## config.mk

```make
export PLATFORM = sky130hd
export DESIGN_NAME = rr_onehot_req_arbiter
export DESIGN_NICKNAME = d
export VERILOG_FILES = /design/src/rtl/rr_onehot_req_arbiter.sv
export SDC_FILE = /design/constraint.sdc
export NUM_CORES = 1
export LEC_CHECK = 0
export CAP_MARGIN = 25
export CORE_MARGIN = 2
export CORE_UTILIZATION = 34
export DETAILED_ROUTE_END_ITERATION = 7
export GPL_TIMING_DRIVEN = 0
export SLEW_MARGIN = 15
export SYNTH_ARGS = -nofsm -noshare
export SYNTH_HDL_FRONTEND = slang
export SYNTH_SLANG_ARGS = --single-unit
```

## constraint.sdc

```tcl
create_clock -name clk -period 2.2 [get_ports clk]
set_input_delay 0.44 -clock clk [delete_from_list [all_inputs] [get_ports clk]]
set_output_delay 0.44 -clock clk [all_outputs]
set_load 0.05 [all_outputs]
```

## src/rtl/rr_onehot_req_arbiter.sv

```systemverilog
// Round-robin arbiter feeding the one-hot request encoder.
// Raw, possibly overlapping request lines become a registered grant vector
// that is always one-hot or all-zero. A grant is held until the owner
// releases it, drops its request, or reaches the MAX_HOLD cycle limit.
// There is always at least one all-zero cycle between two grants.
//
// Grant handshake: gnt_valid is high exactly when gnt_onehot has a bit set,
// and gnt_idx names that bit. While gnt_valid is high the grant stays stable
// until the owner asserts done, drops req[gnt_idx], or the hold limit
// expires. The grant clears on the edge where any of these is seen.
// done is ignored while no grant is outstanding.
module rr_onehot_req_arbiter #(
    parameter int N        = 3,
    parameter int MAX_HOLD = 4
) (
    input  logic                 clk,
    input  logic                 rst_n,
    input  logic [N-1:0]         req,
    input  logic                 done,
    output logic [N-1:0]         gnt_onehot,
    output logic                 gnt_valid,
    output logic [$clog2(N)-1:0] gnt_idx,
    output logic                 timeout
);

    localparam int IW = $clog2(N);
    // hold_cnt only needs to reach MAX_HOLD-1; keep at least one bit
    localparam int HW = (MAX_HOLD > 1) ? $clog2(MAX_HOLD) : 1;
    localparam logic [HW-1:0] HOLD_LAST = HW'(MAX_HOLD - 1);
    localparam logic [IW-1:0] IDX_LAST  = IW'(N - 1);

    typedef enum logic {
        IDLE  = 1'b0,
        GRANT = 1'b1
    } state_t;

    // state is kept as a named enum so checkers can bind to it directly
    state_t          state;
    logic [IW-1:0]   ptr;
    logic [HW-1:0]   hold_cnt;

    logic            scan_hit;
    logic [IW-1:0]   scan_idx;
    logic [IW-1:0]   pidx;
    int              pos;
    logic            release_now;
    logic            limit_hit;
    logic [IW-1:0]   next_ptr;

    // Find the first requesting line starting at ptr and wrapping around
    always_comb begin
        scan_hit = 1'b0;
        scan_idx = '0;
        pos      = 0;
        pidx     = '0;
        for (int i = 0; i < N; i++) begin
            pos = int'(ptr) + i;
            if (pos >= N) begin
                pos = pos - N;
            end
            pidx = IW'(pos);
            if (!scan_hit && req[pidx]) begin
                scan_hit = 1'b1;
                scan_idx = pidx;
            end
        end
    end

    // Release decision for the current owner and the pointer that follows it
    always_comb begin
        limit_hit   = (hold_cnt == HOLD_LAST);
        release_now = done || !req[gnt_idx] || limit_hit;
        next_ptr    = (gnt_idx == IDX_LAST) ? '0 : gnt_idx + 1'b1;
    end

    // Grant FSM with registered outputs; reset clears any grant at once
    always_ff @(posedge clk or negedge rst_n) begin
        if (!rst_n) begin
            state      <= IDLE;
            gnt_onehot <= '0;
            gnt_valid  <= 1'b0;
            gnt_idx    <= '0;
            timeout    <= 1'b0;
            ptr        <= '0;
            hold_cnt   <= '0;
        end else begin
            timeout <= 1'b0;
            case (state)
                IDLE: begin
                    if (scan_hit) begin
                        state      <= GRANT;
                        gnt_onehot <= N'(1) << scan_idx;
                        gnt_idx    <= scan_idx;
                        gnt_valid  <= 1'b1;
                        hold_cnt   <= '0;
                    end
                end
                GRANT: begin
                    if (release_now) begin
                        state      <= IDLE;
                        gnt_onehot <= '0;
                        gnt_valid  <= 1'b0;
                        gnt_idx    <= '0;
                        hold_cnt   <= '0;
                        ptr        <= next_ptr;
                        // pulse only when the hold limit alone forced the release
                        timeout    <= !done && req[gnt_idx];
                    end else begin
                        hold_cnt <= hold_cnt + 1'b1;
                    end
                end
                default: begin
                    state <= IDLE;
                end
            endcase
        end
    end

endmodule

```

==> reports/metrics.csv, run 1 <==
stage,metric,value,unit
power,comb-power,0.000970,W
worst_hold_path,holdPathEnd,gnt_valid,
yosys,synth-main-ff-cell,dfrtp_1,
critical_path,ff2ff_path_depth,8,
final_timing,hold_violations,0,
global_routing,met2_usage,0.2073,
yosys,yosysWarnings,0,
clock_network,root_buffer,clkbuf_4,
critical_path,crit_path_end,gnt_onehot[0],
yosys,synth.top_cells.by_count,"dfrtp_1, ha_1, nand2_1, nor2_1, o31ai_1",
final_timing,layout_setup_ws,0.03131,ns
final_timing,maxSlewHeadroom,0.6403,
die,num_rows,17,
critical_path,rrSetupSlack,0.03,ns
critical_path,timing.rr.end,gnt_onehot[0],
die,fp.dieH,51.61,um
die,core_area,2170,um2
die,io_pins,13,
yosys,synth_area_leader_cell,dfrtp_1,
routing,drtPass1Iterations,3,
critical_path,criticalPathCategory,reg -> reg,
critical_path,critPathLaunchType,flop,
finish,final_cells,118,
yosys,adder_share,0.08117,
yosys,synthDistinctLibCells,33,
global_routing,grt_pass1_wl,2608,um
critical_path,end_kind,flop,
finish,utilization,0.4619,
final_timing,slew_violations,0,
finish,diodes,0,
yosys,ys_sh_xor,0,
power,ir_drop,807.1,uV
yosys,async_flop_share,1.000,
global_routing,first_global_vias,595,
routing,met3_length,60,um
finish,fill_cells,215,
power,power_leader,combinational cells,
yosys,synthMuxAreaShare,0.1006,
yosys,edf_count,0,
final_timing,rsz0062_at_grt,yes,
power,combPwrFrac,0.658,
global_routing,grt_start_max_net_pins,13,
global_routing,antenna_found_initial,0,
die,chipArea,2664,um2
worst_hold_path,hold_depth,1,
routing,wl_met1,756,um
power,p_seq_frac,0.250,
yosys,ys_cells,74,
routing,via_count,644,
routing,drtIter0Drc,7,
routing,wl_met2,706,um
worst_hold_path,hp-class,reg -> reg,
clock_network,clock_path_buffers,2,
yosys,synthTopLogicFamily,simple AND/OR/NAND/NOR gates,
clock_network,clkSinkCount,12,
power,seq-power,0.000368,W
clock_network,cts_made_buffers,3,
final_timing,setup_viol,0,
finish,layout.nets,103,
critical_path,crit_path_max_incr_delay,0.51,ns
finish,drive_gt1_frac,0.2000,
global_routing,grt_use_met1,0.1709,
yosys,syn_inst,74,
yosys,synthTopCellsByArea,"dfrtp_1, ha_1, o31ai_1, mux2i_1, a22o_1",
critical_path,crit_path_max_fanout,7,
final_timing,finalCritPeriodShare,0.9858,
placed_design,dp_cells,114,
clock_network,cts_max_level,1,
power,power.share.switching,0.4650,
yosys,synth_nets,85,
placed_design,post_dp_cell_area,925.9,um2
yosys,aoi_share,0.1932,
final_timing,hold_slack,0.4890,ns
finish,largest_reg_flops,3,
clock_network,clk_pin_slew,0.08,ns
clock_network,cts_hold_buf,0,
outcome,status,finished clean,
run 1: layout make-up:
class	instances	area, um2	share of cell area
Multi-Input combinational cell	59	498.0	0.4969
Sequential cell	12	300.3	0.2996
Timing Repair Buffer	13	127.6	0.1273
Tap cell	28	35.03	0.03496
Clock buffer	3	22.52	0.02247
Buffer	1	11.26	0.01124
Inverter	2	7.507	0.007491
run 1: critical path: cells and delay by family, from the launching register on:
family	cells	cell delay, ns
buffers and inverters	2	0.22
flip-flops	1	0.40
AND/OR/NAND/NOR	2	0.72
AND-OR/OR-AND	1	0.19
adder cells (fa/ha/maj)	1	0.15
multiplexers	2	0.39
run 1: timing repair:
item / in CTS / in global routing
buffers inserted: 0 / 1
endpoints found under the setup margin: 4 / 5
gates cloned: 0 / 0
gates resized: 4 / 5
Run 1, gate families picked out:
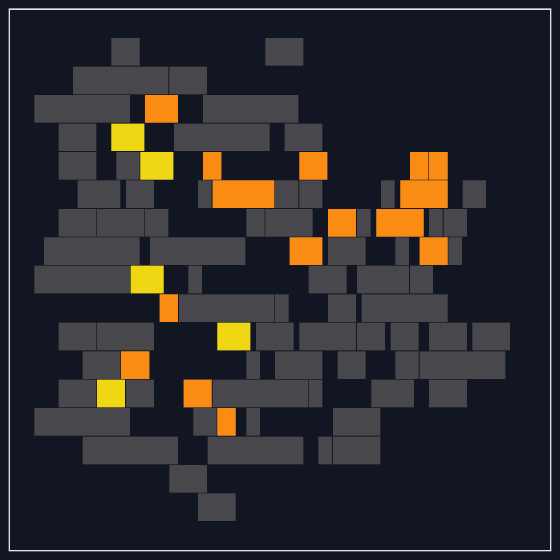
color	family	cells
yellow	AND-OR and OR-AND gates	5
orange	inverting AOI/OAI gates	15

Run 1, nets reached from selected ports:
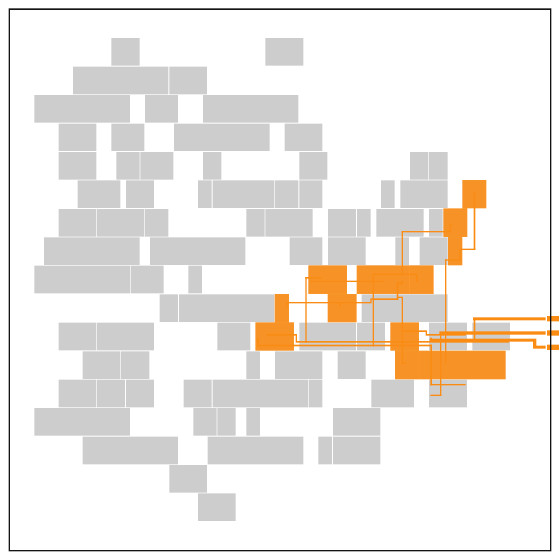
color	port	bits	direction	edge	end cells	buffers	wire
orange	`req`	3	input	right	12	3	166 um

Run 1, signal wires by layer:
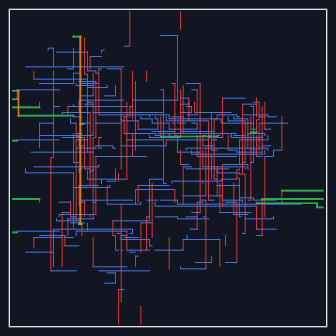
color	layer	wire length
blue	met1	757 um
green	met3	60.5 um
red	met2	707 um
orange	met4	34.7 um
drt total wl: 1558 um
gr usage total: 0.1290
drt wl/cell: 13.20 um

## Run 2: what changed since run 1
MAX_ROUTING_LAYER = met4   (was not set)
Run 2, gate families picked out:
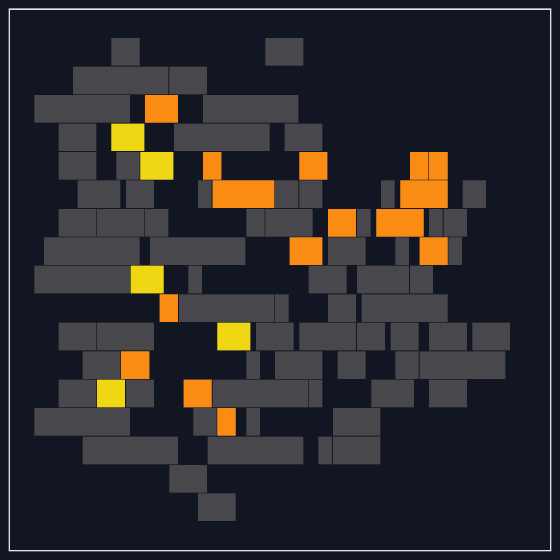
color	family	cells
yellow	AND-OR and OR-AND gates	5
orange	inverting AOI/OAI gates	15
combinational share of cell area: 0.4969
non-filler cells, final: 118

==> run 2 against run 1 <==
Effect of this change:
- sequential share of layout area stayed put
- clock power hardly changed
- combinational power hardly changed
- critical path type unchanged
- highest routed layer unchanged
==> reports/metrics.csv, run 2 <==
stage,metric,value,unit,change
outcome,status,finished clean,,
yosys,synth_nets,85,,unchanged
final_timing,hold_slack,0.4890,ns,unchanged
routing,drt-total-wl,1558,um,unchanged
critical_path,cp_top_family,simple AND/OR/NAND/NOR gates,,
finish,drive_gt1_frac,0.2000,,unchanged
placed_design,post_dp_cell_area,925.9,um2,unchanged
finish,seq_share,0.2996,,unchanged
clock_network,clock_path_buffers,2,,unchanged
yosys,synthTopLogicFamily,simple AND/OR/NAND/NOR gates,,
finish,utilization,0.4619,,unchanged
clock_network,cts_max_level,1,,unchanged
placed_design,dp_cells,114,,unchanged
final_timing,rsz0062_at_grt,yes,,
yosys,synthDistinctLibCells,33,,unchanged
routing,drtIter0Drc,7,,unchanged
clock_network,cts_resized,4,,unchanged
final_timing,finalCritPeriodShare,0.9858,,unchanged
finish,clkbuf_count,3,,unchanged
critical_path,critPathLaunchType,flop,,
finish,fill_cells,215,,unchanged
power,ir_drop,807.1,uV,unchanged
yosys,adder_share,0.08117,,unchanged
final_timing,setup_viol,0,,unchanged
final_timing,layout_setup_ws,0.03131,ns,unchanged
clock_network,clk_pin_slew,0.08,ns,about the same
die,num_rows,17,,unchanged
finish,buf_share,0.1386,,unchanged
clock_network,cts_hold_buf,0,,unchanged
global_routing,grt_pass1_wl,2608,um,unchanged
yosys,syn_inst,74,,unchanged
finish,n_all_buffers,14,,unchanged
final_timing,maxSlewHeadroom,0.6403,,unchanged
die,core_area,2170,um2,unchanged
critical_path,cp.buffers_inverters,2,,unchanged
finish,mi_logic_area,498.0,um2,unchanged
routing,post_drt_wl_per_cell,13.20,um,unchanged
yosys,synth.top_cells.by_count,"dfrtp_1, ha_1, nand2_1, nor2_1, o31ai_1",,
global_routing,antenna_found_initial,0,,unchanged
clock_network,postCtsSetupBuffers,0,,unchanged
finish,logic_gate_count,59,,unchanged
yosys,ys_cells,74,,unchanged
routing,wl_met2,706,um,unchanged
yosys,synth-main-ff-cell,dfrtp_1,,
routing,via_count,644,,unchanged
global_routing,met2_usage,0.2073,,unchanged
Run 2, routed clock nets over the placement:
Bar = 20 um.
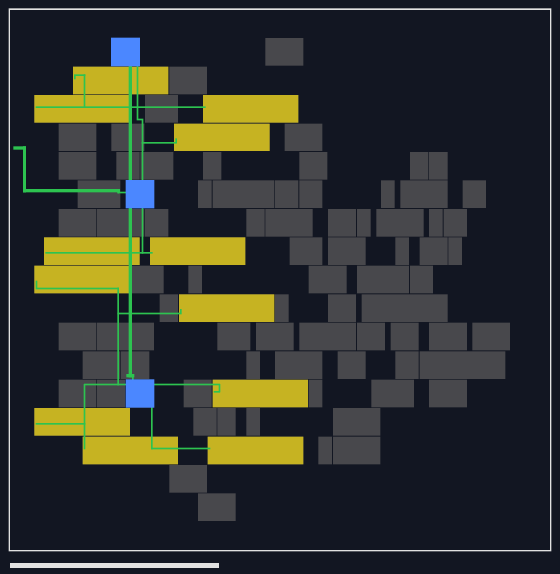
[yellow] flip-flops | count: 12
[green] clock wires | length: 164 um
[blue] cells driving clock nets | count: 3
routed clock nets	4

run 2: cell counts after synthesis:
Identical to the previous run, type by type.
run 2: power breakdown:
part	switching, W	internal, W	total [W]
logic	0.000541	0.000428	0.000970
clock network	0.0000727	0.0000634	0.000136
registers	0.0000714	0.000296	0.000368
total	0.000685	0.000788	0.00147
run 2: path summary, 6_finish.rpt:
check	depth (start not counted)	slack (ns)	endpoint	from
setup / recovery	8	0.03	gnt_onehot[0]	ptr[1]
hold / removal	1	0.49	gnt_valid	gnt_valid
setup reg to reg	8	0.03	gnt_onehot[0]	ptr[1]
hold reg to reg	1	0.49	gnt_valid	gnt_valid
max in group asynchronous	1	1.34	gnt_onehot[0]	rst_n
min in group asynchronous	1	0.51	hold_cnt[1]	rst_n
Power is estimated from default activity; no workload was simulated.
